==> run_1/layer_met1.png <==
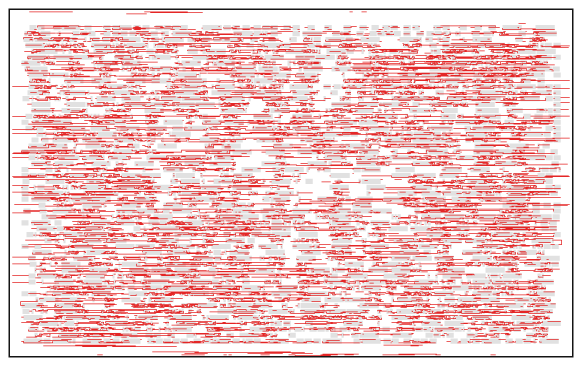
==> run_1/layer_met2.png <==
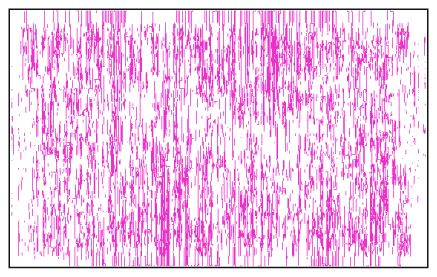
==> run_1/layer_met3.png <==
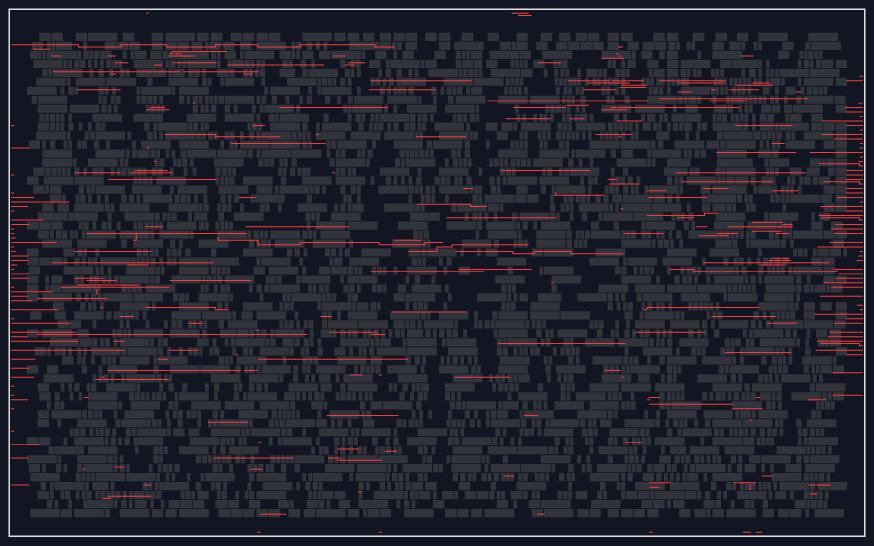
===== src/rtl/acc_soc_pkg.sv =====
// Shared SoC definitions for the CGRA packet path.
// Packet/beat widths, packet struct, pack/unpack helpers.
package acc_soc_pkg;

   localparam int CGRA_PKT_W    = 185;
   localparam int AXI_DATA_W    = 64;
   localparam int AXIS_W        = 192;
   localparam int BEATS_PER_PKT = AXIS_W / AXI_DATA_W;
   localparam int PAD_W         = AXIS_W - CGRA_PKT_W;

   typedef struct packed {
      logic [PAD_W-1:0]      pad;
      logic [CGRA_PKT_W-1:0] body;
   } cgra_pkt_t;

   function automatic logic [AXIS_W-1:0] pkt_pack(
      input cgra_pkt_t p
   );
      return {{PAD_W{1'b0}}, p.body};
   endfunction

   function automatic cgra_pkt_t pkt_unpack(
      input logic [AXIS_W-1:0] w
   );
      return cgra_pkt_t'(w);
   endfunction

endpackage


===== src/rtl/pkt_fifo2.sv =====
// Two-entry packet FIFO with head/tail pointers.
// Ports: push/din write, pop retires head, dout = head, occ = 0..2.
module pkt_fifo2
   import acc_soc_pkg::*;
#(
   parameter int W = AXIS_W
) (
   input  logic         clk,
   input  logic         rst,
   input  logic         push,
   input  logic         pop,
   input  logic [W-1:0] din,
   output logic [W-1:0] dout,
   output logic [1:0]   occ
);

   logic [W-1:0] mem_q [2];
   logic [W-1:0] mem_d [2];
   logic         wptr_q, wptr_d;
   logic         rptr_q, rptr_d;
   logic [1:0]   occ_q, occ_d;

   always_comb begin
      mem_d  = mem_q;
      wptr_d = wptr_q;
      rptr_d = rptr_q;
      if (push) begin
         mem_d[wptr_q] = din;
         wptr_d        = ~wptr_q;
      end
      if (pop) begin
         rptr_d = ~rptr_q;
      end
      occ_d = occ_q + {1'b0, push} - {1'b0, pop};
   end

   always_ff @(posedge clk or posedge rst) begin
      if (rst) begin
         mem_q  <= '{default: '0};
         wptr_q <= 1'b0;
         rptr_q <= 1'b0;
         occ_q  <= 2'd0;
      end else begin
         mem_q  <= mem_d;
         wptr_q <= wptr_d;
         rptr_q <= rptr_d;
         occ_q  <= occ_d;
      end
   end

   assign dout = mem_q[rptr_q];
   assign occ  = occ_q;

endmodule


===== src/rtl/axis_pkt_serializer.sv =====
// Wide AXIS packet -> BEAT_W AXI beats, LSB beat first, 2-packet buffer.
// Ports: s_* wide in, m_* beats out, pkt_cnt/pad_err status, clr, busy.
module axis_pkt_serializer
   import acc_soc_pkg::*;
#(
   parameter int PKT_W   = AXIS_W,
   parameter int BEAT_W  = AXI_DATA_W,
   parameter int VALID_W = CGRA_PKT_W,
   parameter int CNT_W   = 32
) (
   input  logic                clk,
   input  logic                rst,
   input  logic [PKT_W-1:0]    s_tdata,
   input  logic                s_tvalid,
   output logic                s_tready,
   output logic [BEAT_W-1:0]   m_tdata,
   output logic [BEAT_W/8-1:0] m_tstrb,
   output logic                m_tlast,
   output logic                m_tvalid,
   input  logic                m_tready,
   output logic [CNT_W-1:0]    pkt_cnt,
   output logic                pad_err,
   input  logic                clr,
   output logic                busy
);

   localparam int BEATS  = PKT_W / BEAT_W;
   localparam int BIW    = (BEATS > 1) ? $clog2(BEATS) : 1;
   localparam int NSTRB  = BEAT_W / 8;
   localparam int VBYTES = (VALID_W + 7) / 8;

   function automatic logic [PKT_W-1:0] valid_mask();
      logic [PKT_W-1:0] m;
      for (int i = 0; i < PKT_W; i++) begin
         m[i] = (i < VALID_W);
      end
      return m;
   endfunction

   localparam logic [PKT_W-1:0] VMASK = valid_mask();

   logic [1:0]       occ;
   logic [PKT_W-1:0] head;
   logic             push, pop;
   logic             beat_hs, last_beat;
   logic             pad_hit;

   logic [BIW-1:0]   beat_idx_q, beat_idx_d;
   logic [CNT_W-1:0] pkt_cnt_q, pkt_cnt_d;
   logic             pad_err_q, pad_err_d;

   // rst gates ready so nothing is taken while the buffer is held clear
   assign s_tready  = ~rst & (occ != 2'd2);
   assign push      = s_tvalid & s_tready;
   assign m_tvalid  = (occ != 2'd0);
   assign busy      = m_tvalid;
   assign last_beat = (beat_idx_q == BIW'(BEATS - 1));
   assign beat_hs   = m_tvalid & m_tready;
   assign pop       = beat_hs & last_beat;
   assign pad_hit   = |(s_tdata & ~VMASK);

   // padding is stripped on entry so it never reaches m_tdata
   pkt_fifo2 #(
      .W (PKT_W)
   ) u_fifo (
      .clk  (clk),
      .rst  (rst),
      .push (push),
      .pop  (pop),
      .din  (s_tdata & VMASK),
      .dout (head),
      .occ  (occ)
   );

   always_comb begin
      beat_idx_d = beat_idx_q;
      pkt_cnt_d  = pkt_cnt_q;
      pad_err_d  = pad_err_q;
      if (beat_hs) begin
         if (last_beat) begin
            beat_idx_d = '0;
            pkt_cnt_d  = pkt_cnt_q + CNT_W'(1);
         end else begin
            beat_idx_d = beat_idx_q + BIW'(1);
         end
      end
      if (clr) begin
         pkt_cnt_d = '0;
         pad_err_d = 1'b0;
      end
      if (push && pad_hit) begin
         pad_err_d = 1'b1;
      end
   end

   always_ff @(posedge clk or posedge rst) begin
      if (rst) begin
         beat_idx_q <= '0;
         pkt_cnt_q  <= '0;
         pad_err_q  <= 1'b0;
      end else begin
         beat_idx_q <= beat_idx_d;
         pkt_cnt_q  <= pkt_cnt_d;
         pad_err_q  <= pad_err_d;
      end
   end

   always_comb begin
      m_tdata = '0;
      for (int k = 0; k < BEATS; k++) begin
         if (beat_idx_q == BIW'(k)) begin
            m_tdata = head[k*BEAT_W +: BEAT_W];
         end
      end
   end

   // strobe off for bytes past the last meaningful packet byte
   always_comb begin
      m_tstrb = '0;
      for (int j = 0; j < NSTRB; j++) begin
         m_tstrb[j] = m_tvalid &&
            ((int'(beat_idx_q) * NSTRB + j) < VBYTES);
      end
   end

   assign m_tlast = m_tvalid & last_beat;
   assign pkt_cnt = pkt_cnt_q;
   assign pad_err = pad_err_q;

endmodule


===== config.mk =====
export PLATFORM = sky130hd
export DESIGN_NAME = axis_pkt_serializer
export DESIGN_NICKNAME = d
export VERILOG_FILES = /design/src/rtl/acc_soc_pkg.sv /design/src/rtl/pkt_fifo2.sv /design/src/rtl/axis_pkt_serializer.sv
export SDC_FILE = /design/constraint.sdc
export NUM_CORES = 1
export LEC_CHECK = 0
export ABC_AREA = 1
export ABC_CLOCK_PERIOD_IN_PS = 15500
export CAP_MARGIN = 20
export CORE_ASPECT_RATIO = 0.6
export CORE_MARGIN = 5
export CORE_UTILIZATION = 55
export DETAILED_ROUTE_END_ITERATION = 7
export GPL_ROUTABILITY_DRIVEN = 0
export PLACE_DENSITY_LB_ADDON = 0.05
export SLEW_MARGIN = 20
export SYNTH_ARGS = -nofsm -noshare
export SYNTH_HDL_FRONTEND = slang
export SYNTH_HIERARCHICAL = 1
export SYNTH_SLANG_ARGS = --single-unit

===== constraint.sdc =====
create_clock -name clk -period 15.5 [get_ports clk]
set_input_delay 3.1 -clock clk [delete_from_list [all_inputs] [get_ports clk]]
set_output_delay 3.1 -clock clk [all_outputs]
set_load 0.03 [all_outputs]

==> results.yml, run 1 <==
# synthesis and place-and-route metrics
floorplan:
  io_pins: 306
  die_h_um: 159
  fp_util_pct: 55.8
  rows: 54
detailed_routing:
  viasPerCell: 5.10
  wl_met2_mm: 24.0
  dr.pass1.iters: 7
  dr.max_layer_used: "met5"
  met3_length_mm: 3.21
  num_vias: 17400
  met1Wirelength_mm: 24.6
  antenna_left: 0
min_path:
  worstHoldStart: "u_fifo/mem_q[318]$_DFFE_PP0P_"
  hold_path_end: "u_fifo/mem_q[318]$_DFFE_PP0P_"
logic_synthesis:
  synth_flops: 423
  async_flop_share_pct: 100
  yosys_area_um2: 20400
  synth.most_common_cell: "nand2_1"
  yosys.area.top_type_share_pct: 52.0
  common_cells: "873 x nand2_1, 429 x inv_1, 423 x dfrtp_1"
  postSynthSeqShare_pct: 52.0
  synth-edff-count: 0
  synthFlopType: "dfrtp_1"
final_layout:
  fillers: 3038
  top_register: "u_fifo/mem_q"
  comb_area_share_pct: 29.7
  area_delta_synth_final_pct: 21.6
  nClkBuffers: 62
  nNonClkBuffers: 319
  seq_share_pct: 42.7
  n_antenna_cell: 7
  largest_register_ffs: 384
  fin_util_pct: 67.9
critical_path:
  path_delay_family: "buffers and inverters"
  path_depth: 3
  critPathCapture: "s_tready"
  r2r_cells: 6
  crit_type: "input pin to output port"
  rrSetupSlack_ns: 12.30
  cp_max_fo: 3
  r2r_start: "u_fifo/occ[0]$_DFF_PP0_"
pwr:
  power.group.top: "combinational logic"
  intPower_uw: 2940
  p_clk_uw: 1030
  p_seq_uw: 1860
  comb_power_uw: 2100
  p_seq_share_pct: 37.3
  netSwitchingPower_uw: 2040
sta:
  worstMarginPinSlew_ns: 1.11
  final-setup-viol-count: 0
  max_slew_margin_pct: 25.7
  drv_slew: 0
  hold_viol_final: 0
  finalClockSkew_ns: 0.0113
global_routing:
  grtUsageMet1_pct: 37.7
  grt_max_degree: 188
  met2_usage_pct: 38.4
  grt_usage_pct: 25.4
  grt-ovfl-total: 0
placed_design:
  dpl-instance-area_um2: 23300
  dp_cells: 3327
  io_buffer_count: 305
  hpwl_mm: 33.7
outcome:
  run_status: "completed"
job:
  drv_cap: 0
-- layer_met1.png (at the start) --
2900 nets have wire on it. The layer carries 24.6 mm of wire. The layer holds 47% of the routed length. The longest straight run is 63.5 um.

-- layer_met2.png (at the start) --
The longest straight run is 70.9 um. The layer holds 45% of the routed length. 2345 nets have wire on it. The wires run mostly vertical.

-- layer_met3.png (at the start) --
The layer holds 6.1% of the routed length. The layer carries 3210 um of wire. 207 nets have wire on it. The wires run mostly horizontal. The longest straight run is 81.4 um.

==> run_1/layer_met4.png <==
The bar under the picture is 100 um long.
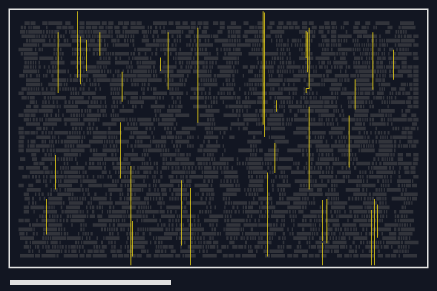

--- run 2 (diff from run 1) ---
Settings changed: ABC_CLOCK_PERIOD_IN_PS 15500 to 7200.
Clock period 15.5 ns to 7.2 ns, I/O delays scaled along.
==> run_2/layer_met4.png <==
The bar under the picture is 100 um long.
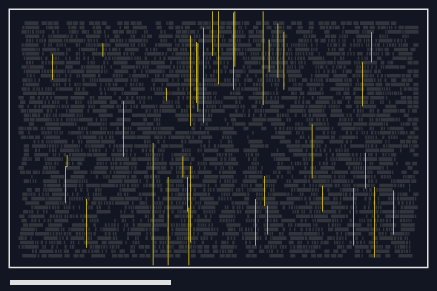
The layer holds 2.1% of the routed length. 25 nets have wire on it. The layer carries 1150 um of wire.

==> run 2 against run 1 <==
  * Sequential power rose by 120%
  * First-iteration DRC count shrank 7.0%
  * Global-route usage rose by 0.65 points
  * Sequential share of layout area about the same
  * Critical endpoint is now m_tdata[39]
==> results.yml, run 2 <==
# synthesis and place-and-route metrics
outcome:
  run_status: "completed"
logic_synthesis:
  common_cells: "873 x nand2_1, 429 x inv_1, 423 x dfrtp_1"
  synth.most_common_cell: "nand2_1"
  yosys.area.top_type_share_pct: 52.0
  synth_flops: 423
  async_flop_share_pct: 100
  yosys_area_um2: 20400
  synth-edff-count: 0
  synthFlopType: "dfrtp_1"
  postSynthSeqShare_pct: 52.0
detailed_routing:
  viasPerCell: 5.17
  dr.pass1.iters: 7
  num_vias: 17600
  dr.max_layer_used: "met4"
  antenna_left: 0
  met3_length_mm: 3.45
  wl_met2_mm: 24.6
  met1Wirelength_mm: 25.2
final_layout:
  lay_top_count: "nand2_1"
  n_antenna_cell: 4
  buffer_area_share_pct: 13.2
  regArea_um2: 10600
  top_register: "u_fifo/mem_q"
  flops: 423
  fillers: 3087
  largest_register_ffs: 384
  area_delta_synth_final_pct: 21.6
  fin_util_pct: 67.9
  nNonClkBuffers: 321
  seq_share_pct: 42.7
  logic_gates: 1679
  comb_area_share_pct: 29.7
  nClkBuffers: 63
sta:
  final-setup-viol-count: 0
  max_freq_ghz: 0.207
  finalClockSkew_ns: 0.0108
  drv_slew: 0
  grt_setup_unrepaired: "no"
  worstMarginPinSlew_ns: 1.05
  max_slew_margin_pct: 29.8
  hold_viol_final: 0
clock_tree:
  numCtsBuffers: 41
  root_buffer: "clkbuf_16"
  postCtsSetupRepairBufs: 0
  cts_tree: "built"
pwr:
  netSwitchingPower_uw: 4400
  p_clk_uw: 2140
  power.group.top: "combinational logic"
  p_seq_uw: 4020
  intPower_uw: 6320
  p_seq_share_pct: 37.5
  comb_power_uw: 4560
floorplan:
  fp_util_pct: 55.8
  die_h_um: 159
  nWellTaps: 476
  io_pins: 306
  rows: 54
job:
  tool_warnings: 44
  drv_cap: 0
critical_path:
  rrSetupSlack_ns: 4.43
  cp.arrival_ns: 3.40
  cp_max_fo: 34
  r2r_start: "u_fifo/occ[1]$_DFF_PP0_"
  crit_type: "flip-flop to output port"
  path_depth: 6
  r2r_cells: 6
  critPathCapture: "m_tdata[39]"
  path_delay_family: "buffers and inverters"
global_routing:
  grt-ovfl-total: 0
  grt_pass1_wl_mm: 89.1
min_path:
  worstHoldStart: "u_fifo/mem_q[251]$_DFFE_PP0P_"
  hold_path_end: "u_fifo/mem_q[251]$_DFFE_PP0P_"
placed_design:
  io_buffer_count: 305
  dpl-instance-area_um2: 23400
  hpwl_mm: 36.3
  dp_cells: 3329
==> run_2/congestion.png <==
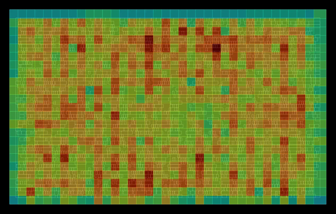
M3 GR Usage: 4.47%
met2 GRT Util: 39.7%
met1 Usage GRT: 39.0%
gr usage total: 26.0%
Most Crowded Layer GR: met2

==> run_2/layer_met1.png <==
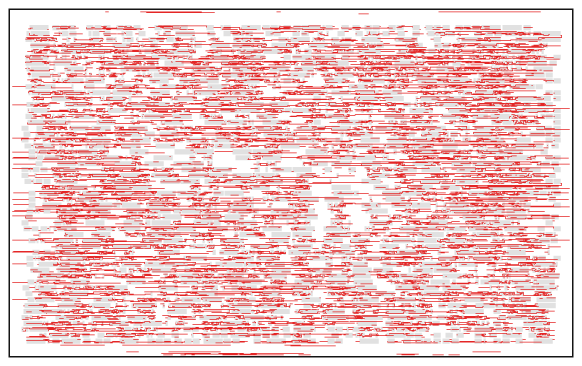

--- run 3 (diff from run 2) ---
Settings changed: ABC_CLOCK_PERIOD_IN_PS 7200 to 4820.
Clock period 7.2 ns to 4.82 ns, I/O delays scaled along.
==> run_3/layer_met1.png <==
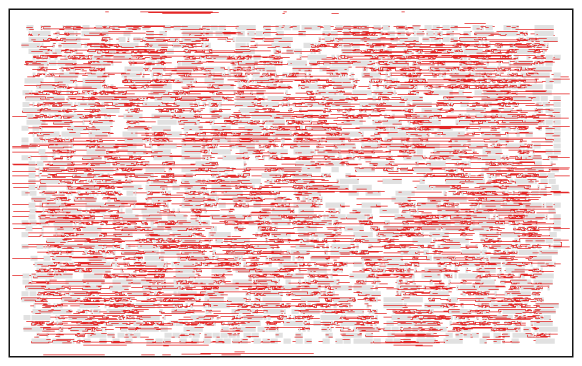
The wires run mostly horizontal. The longest straight run is 63.0 um. The layer holds 45% of the routed length. The layer carries 24.9 mm of wire. 2907 nets have wire on it.

==> run 3 against run 2 <==
  * Sequential share of layout area fell by 0.39 points
  * Area after synthesis unchanged
  * First-iteration DRC count shrank 0.45%
  * Utilization up 0.62 points
  * Flip-flop count unchanged
  * Final area up 0.91%
  * Cell count rose by 0.70%
  * Wire length increased by 0.82%
  * Total power is 50% higher
  * Sequential power increased by about 50%
  * Via count grew 0.64%
  * Highest routed layer is now met5
==> results.yml, run 3 <==
# synthesis and place-and-route metrics
placed_design:
  dp_cells: 3353
  hpwl_mm: 37.4
  dpl-instance-area_um2: 23700
sta:
  hold_viol_final: 0
  max_slew_margin_pct: 38.3
  grt_setup_unrepaired: "no"
  max_freq_ghz: 0.246
  final_period_minus_worst_setup_slack_ns: 4.07
  worstMarginPinSlew_ns: 0.926
  finalClockSkew_ns: 0.0158
  final-setup-viol-count: 0
  drv_slew: 0
global_routing:
  grt-ovfl-total: 0
  grt-busiest-layer: "met2"
  grt_usage_pct: 26.3
  grt_max_degree: 141
  grt_pass1_wl_mm: 89.9
  globalRouteMet3Util_pct: 4.12
  met2_usage_pct: 41.7
pwr:
  power.group.top: "combinational logic"
  p_seq_uw: 6020
  intPower_uw: 9490
  p_seq_share_pct: 37.4
  netSwitchingPower_uw: 6600
  comb_power_uw: 6870
clock_tree:
  cts_sinks: 423
  root_buffer: "clkbuf_16"
  clock_path_buffers: 3
  cts_tree: "built"
  postCtsSetupRepairBufs: 0
floorplan:
  io_pins: 306
  nWellTaps: 476
  fp_util_pct: 55.8
  die_x_um: 258
  die_h_um: 159
  rows: 54
final_layout:
  comb_area_share_pct: 29.5
  fin_util_pct: 68.5
  flops: 423
  area_delta_synth_final_pct: 22.7
  lay_top_count: "nand2_1"
  largest_register_ffs: 384
  regArea_um2: 10600
  nNonClkBuffers: 344
  logic_gates: 1679
  fillers: 2995
  n_antenna_cell: 3
  combGateArea_um2: 7370
  seq_share_pct: 42.4
  top_register: "u_fifo/mem_q"
job:
  tool_warnings: 31
  drv_cap: 0
critical_path:
  r2r_start: "u_fifo/occ[1]$_DFF_PP0_"
  critPathCapture: "m_tdata[45]"
  rrSetupSlack_ns: 2.30
  cp_max_fo: 86
  cp.arrival_ns: 3.11
  crit_type: "flip-flop to output port"
  path_delay_family: "buffers and inverters"
detailed_routing:
  num_vias: 17700
  viasPerCell: 5.17
  drt_iter0_markers: 1565
  dr.pass1.iters: 5
  dr.max_layer_used: "met5"
  met3_length_mm: 3.30
  met1Wirelength_mm: 24.9
  antenna_left: 0
outcome:
  run_status: "completed"
logic_synthesis:
  common_cells: "873 x nand2_1, 429 x inv_1, 423 x dfrtp_1"
  async_flop_share_pct: 100
  synth.most_common_cell: "nand2_1"
  postSynthSeqShare_pct: 52.0
  synthFlopType: "dfrtp_1"
  synth_flops: 423
  yosys_area_um2: 20400
  synth.distinct_cells: 29
  yosys.area_share.xor_xnor_pct: 0.172
  synth-edff-count: 0
  yosys.area.top_type_share_pct: 52.0
min_path:
  worstHoldStart: "u_fifo/mem_q[338]$_DFFE_PP0P_"
  hold_path_end: "u_fifo/mem_q[338]$_DFFE_PP0P_"
==> run_3/layer_met3.png <==
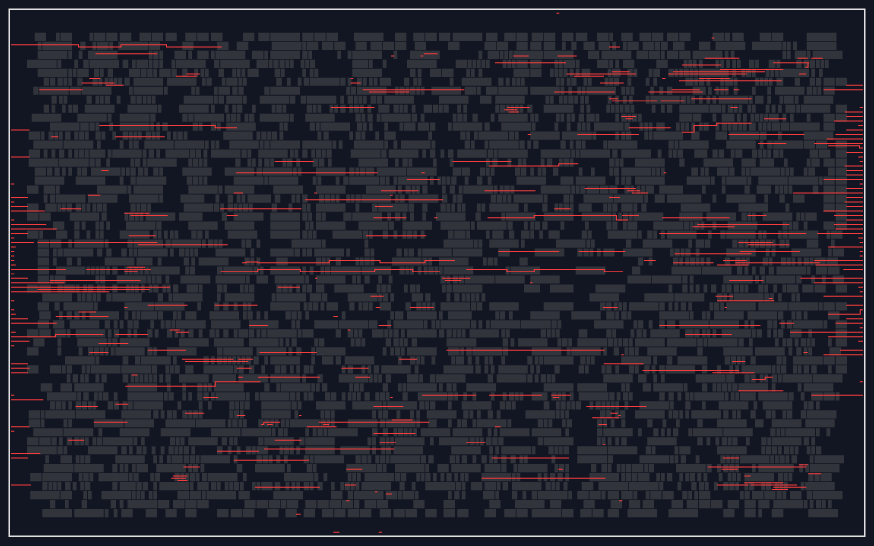
The layer carries 3300 um of wire. The longest straight run is 47.8 um. The wires run mostly horizontal.

No activity file was given, so power comes from the tool's default toggle rates.
